`src/rtl/poisson_spike_encoder_pkg.sv`:
```
// rtl/poisson_spike_encoder_pkg.sv - shared neuron constants and encoder FSM encoding
package poisson_spike_encoder_pkg;

  localparam int DSIZE_DEF  = 16;
  localparam int NUM_CH_DEF = 8;

  typedef enum logic [1:0] {
    ST_IDLE  = 2'd0,
    ST_PRIME = 2'd1,
    ST_SCAN  = 2'd2,
    ST_DONE  = 2'd3
  } enc_state_e;

  function automatic int ch_aw(input int num_ch);
    return (num_ch <= 2) ? 1 : $clog2(num_ch);
  endfunction

endpackage

```
`src/rtl/poisson_spike_encoder_if.sv`:
```
// rtl/poisson_spike_encoder_if.sv - encoder bus: start, rate memory, LFSR and spike output
interface poisson_spike_encoder_if #(
  parameter int DSIZE  = poisson_spike_encoder_pkg::DSIZE_DEF,
  parameter int NUM_CH = poisson_spike_encoder_pkg::NUM_CH_DEF,
  parameter int CH_AW  = poisson_spike_encoder_pkg::ch_aw(NUM_CH)
);

  logic              start_i;
  logic [CH_AW-1:0]  rate_addr_o;
  logic [DSIZE-1:0]  rate_i;
  logic              rd_rand_o;
  logic [DSIZE-1:0]  rand_dat_i;
  logic [NUM_CH-1:0] spike_o;
  logic              spike_vld_o;
  logic              busy_o;

  modport master (
    input  start_i, rate_i, rand_dat_i,
    output rate_addr_o, rd_rand_o, spike_o, spike_vld_o, busy_o
  );

  modport slave (
    output start_i, rate_i, rand_dat_i,
    input  rate_addr_o, rd_rand_o, spike_o, spike_vld_o, busy_o
  );

endinterface

```
`src/rtl/poisson_spike_encoder.sv`:
```
// rtl/poisson_spike_encoder.sv - rate-coded Poisson spike encoder, one LFSR word per channel
// Optional one-frame refractory masking when POISSON_REFRACT_EN is defined.
module poisson_spike_encoder
  import poisson_spike_encoder_pkg::*;
#(
  parameter int DSIZE  = DSIZE_DEF,
  parameter int NUM_CH = NUM_CH_DEF,
  parameter int CH_AW  = ch_aw(NUM_CH)
) (
  input logic clk_i,
  input logic rst_i,
  poisson_spike_encoder_if.master enc
);

  localparam logic [CH_AW-1:0] LAST_CH = CH_AW'(NUM_CH - 1);

  enc_state_e        state_q;
  logic [CH_AW-1:0]  ch_q;
  logic [NUM_CH-1:0] work_q, work_d;
  logic [NUM_CH-1:0] spike_q;
  logic              vld_q;
  logic [DSIZE-1:0]  rate_w, rand_w;
  logic              refract;
  logic              hit;

  assign rate_w = enc.rate_i;
  assign rand_w = enc.rand_dat_i;

`ifdef POISSON_REFRACT_EN
  assign refract = spike_q[ch_q];
`else
  assign refract = 1'b0;
`endif

  // A refractory channel still consumes its random word so the LFSR stream is build-independent.
  assign hit = (rate_w > rand_w) && !refract;

  always_comb begin
    work_d       = work_q;
    work_d[ch_q] = hit;
  end

  always_ff @(posedge clk_i or posedge rst_i) begin
    if (rst_i) begin
      state_q <= ST_IDLE;
      ch_q    <= '0;
      work_q  <= '0;
      spike_q <= '0;
      vld_q   <= 1'b0;
    end else begin
      vld_q <= 1'b0;
      case (state_q)
        ST_IDLE: begin
          if (enc.start_i) begin
            state_q <= ST_PRIME;
            ch_q    <= '0;
            work_q  <= '0;
          end
        end
        ST_PRIME: state_q <= ST_SCAN;
        ST_SCAN: begin
          work_q <= work_d;
          if (ch_q == LAST_CH) begin
            state_q <= ST_DONE;
            spike_q <= work_d;
            vld_q   <= 1'b1;
          end else begin
            ch_q <= ch_q + 1'b1;
          end
        end
        ST_DONE: state_q <= ST_IDLE;
        default: state_q <= ST_IDLE;
      endcase
    end
  end

  // Address runs one channel ahead because the rate memory has one cycle of read latency.
  assign enc.rate_addr_o = (state_q == ST_SCAN) ? ch_q + 1'b1 : '0;
  assign enc.rd_rand_o   = (state_q == ST_SCAN);
  assign enc.busy_o      = (state_q != ST_IDLE);
  assign enc.spike_o     = spike_q;
  assign enc.spike_vld_o = vld_q;

endmodule

```
`src/flat_wrapper.sv`:
```
// flat-port wrapper written by rule: the top's interface ports become plain ports
module poisson_spike_encoder_flat import poisson_spike_encoder_pkg::*;
#(
  parameter int DSIZE  = DSIZE_DEF,
  parameter int NUM_CH = NUM_CH_DEF,
  parameter int CH_AW  = ch_aw(NUM_CH)
)
  (clk_i, rst_i, enc_start_i, enc_rate_i, enc_rand_dat_i, enc_rate_addr_o, enc_rd_rand_o, enc_spike_o, enc_spike_vld_o, enc_busy_o);
  poisson_spike_encoder_if #(.DSIZE(DSIZE), .NUM_CH(NUM_CH), .CH_AW(CH_AW)) enc_i ();
  input logic clk_i;
  input logic rst_i;
  input wire logic [$bits(enc_i.start_i)-1:0] enc_start_i;
  input wire logic [$bits(enc_i.rate_i)-1:0] enc_rate_i;
  input wire logic [$bits(enc_i.rand_dat_i)-1:0] enc_rand_dat_i;
  output wire logic [$bits(enc_i.rate_addr_o)-1:0] enc_rate_addr_o;
  output wire logic [$bits(enc_i.rd_rand_o)-1:0] enc_rd_rand_o;
  output wire logic [$bits(enc_i.spike_o)-1:0] enc_spike_o;
  output wire logic [$bits(enc_i.spike_vld_o)-1:0] enc_spike_vld_o;
  output wire logic [$bits(enc_i.busy_o)-1:0] enc_busy_o;
  assign enc_i.start_i = enc_start_i;
  assign enc_i.rate_i = enc_rate_i;
  assign enc_i.rand_dat_i = enc_rand_dat_i;
  assign enc_rate_addr_o = enc_i.rate_addr_o;
  assign enc_rd_rand_o = enc_i.rd_rand_o;
  assign enc_spike_o = enc_i.spike_o;
  assign enc_spike_vld_o = enc_i.spike_vld_o;
  assign enc_busy_o = enc_i.busy_o;
  poisson_spike_encoder #(.DSIZE(DSIZE), .NUM_CH(NUM_CH), .CH_AW(CH_AW)) u_core (.clk_i(clk_i), .rst_i(rst_i), .enc(enc_i));
endmodule
```
`config.mk`:
```
export PLATFORM = sky130hd
export DESIGN_NAME = poisson_spike_encoder_flat
export DESIGN_NICKNAME = d
export VERILOG_FILES = /design/src/rtl/poisson_spike_encoder_pkg.sv /design/src/rtl/poisson_spike_encoder_if.sv /design/src/rtl/poisson_spike_encoder.sv /design/src/flat_wrapper.sv
export SDC_FILE = /design/constraint.sdc
export NUM_CORES = 1
export LEC_CHECK = 0
export CAP_MARGIN = 0
export CELL_PAD_IN_SITES_DETAIL_PLACEMENT = 0
export CELL_PAD_IN_SITES_GLOBAL_PLACEMENT = 1
export CORE_MARGIN = 3
export CORE_UTILIZATION = 35
export DETAILED_ROUTE_END_ITERATION = 8
export GPL_ROUTABILITY_DRIVEN = 0
export PLACE_DENSITY = 0.81
export SLEW_MARGIN = 5
export SYNTH_ARGS = -nofsm -noshare
export SYNTH_HDL_FRONTEND = slang
export SYNTH_SLANG_ARGS = --single-unit
```
`constraint.sdc`:
```
create_clock -name clk_i -period 2.15 [get_ports clk_i]
set_input_delay 0.3225 -clock clk_i [delete_from_list [all_inputs] [get_ports clk_i]]
set_output_delay 0.3225 -clock clk_i [all_outputs]
set_load 0.05 [all_outputs]
```
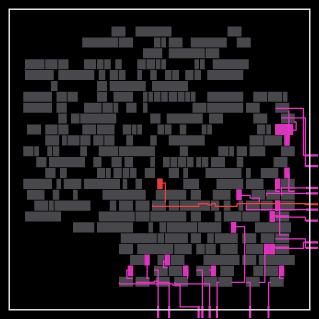
Figure 1: nets reached from selected ports.
(4 px per um)
magenta -> enc_rand_dat_i  # bits 16, direction input, end cells 16, wire 295 um
red -> rst_i  # bits 1, direction input, end cells 1, wire 47.9 um

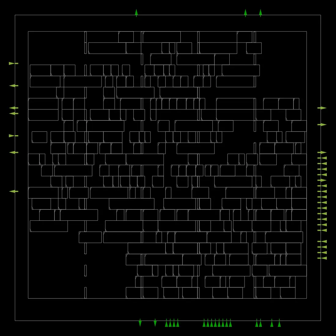
Figure 2: placed standard cells.
registers: 22
area of the placeable core: 4440 um^2

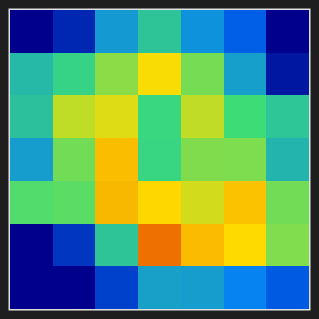
Figure 3: cell density map.
(4 px per um) 7 x 7 tiles, from dark blue (low) to red (high), 0 to 100% covered.
mean over tiles = 44%
emptiest ninth of the die = south-west
fullest tile = 87%

==> writeup.txt <==
The tools report the setup violation total in the final timing report as 0. For the maximum clock path buffer count, the log shows 2. The tools report the number of clock buffers in the layout as 3.

The number of gates given a new drive strength after cts is 2, and the critical path data arrival time is 2240 ps. Dominant synthesized flop cell: dfrtp_1. The startpoint kind of the worst setup timing path is an input pin.

The run gives 1.87% for the global routing met3 resource utilization. Power share of the clock group: 15.8%. After layout, the buffer instance count without clock buffers stands at 63.

The count of port buffers added during placement is 48, and the synthesized netlist net count is 247. The critical path goes through clkdlybuf4s50_1 -> inv_1 -> ha_1 -> nand4_1 -> buf_4 -> nor4_4 -> a21boi_4 -> o311a_4 -> a221o_1. Summed over all nets, wire length on met3 after detailed routing comes to 176 um.

The run finished with clean final reports. The fraction of final cell area spent on clock buffers and inverters in this run is 2.81%. The finished layout holds 303 standard cells, fillers aside. After synthesis, the chip area reported by Yosys is 1650 um^2. Ranking logic cells in the layout by count gives the top entries 43 x clkdlybuf4s50_1, 27 x inv_1, 22 x dfrtp_1, 16 x buf_4, 14 x ha_1. After detailed routing, the average wire length per cell comes to 13.4 um. Across the run, the number of max-cap violations was 0. Count of final hold-check violations: 0. Per the STA report, the cell with the highest stage delay on the worst path is clkdlybuf4s50_1. The global-route usage over all layers was 14.1%; the combinational gate count was 135. The analysis attributes to cell leakage a power of 0.00116 uW. After layout, the design draws a total of 2440 uW.

The synthesized area per cell works out to 8.66 um^2. Looking at the clock tree report, the root buffer type is clkbuf_8. Summing all non-filler instances in the final layout gives an area of 2540 um^2.

Start-to-end type of the worst setup path: in2reg. The number of buffers added by the clock tree synthesis step was 3. The power report attributes to the combinational group a share of 60.8%. The script computed the net switching share of total power as 42.3%. With the post-route clock skew at 3.88 ps, the area of the mapped netlist is 1650 um^2. After synthesis the netlist holds a flip-flop and latch count of 22. The worst hold path belongs to the class in2async. Combinational share of cell area: 44.2%. The commonest cells after synthesis are 27 x inv_1, 22 x dfrtp_1, 21 x ha_1.

Of the total synthesized cell area, the portion taken by AND-OR and OR-AND cells is 21.0%. TritonCTS reports the number of clock sinks as 22. The synthesis run identifies the leading combinational cell family as AND-OR/OR-AND gates. For the combinational cell power, the log shows 1490 uW. The run gives 27 for the non-clock inverter total of the final layout. With the DRC violations left at 0, the number of cells on the worst reg-to-reg path is 5.

The worst setup path is captured at a register. By instance count after routing, the leading logic cell type is clkdlybuf4s50_1.
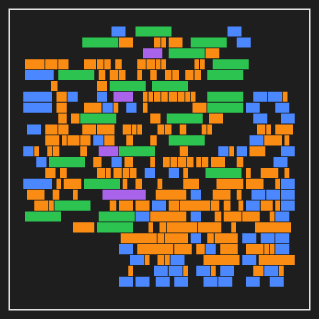
Figure 4: placed cells, one colour a class.
(4 px per um)
purple -> clock drivers and dummy loads  # cells 4, share of their area 2.9%
blue -> remaining buffers and delay cells  # cells 63, share of their area 25%
green -> registers  # cells 22, share of their area 22%
orange -> remaining logic cells  # cells 162, share of their area 49%

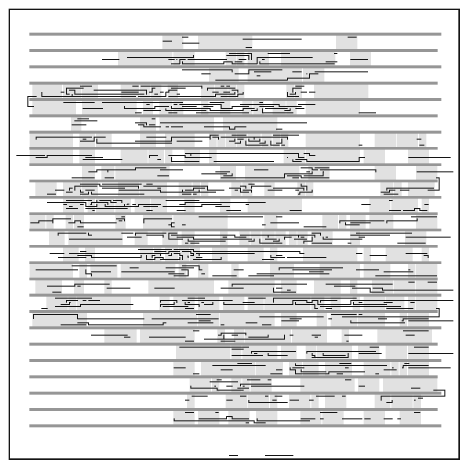
Figure 5: met1 routing.
(6 px per um) Supply wires on this layer in grey. Cells faint in the background.
share of all routed wire = 50%
main direction = horizontal
longest straight run = 24.4 um
nets with wire on the layer = 274
met1 layer usage reported by global route: 20.0%
total routed wirelength: 4060 um
vias post-DR: 1521

No activity file was given, so power comes from the tool's default toggle rates.
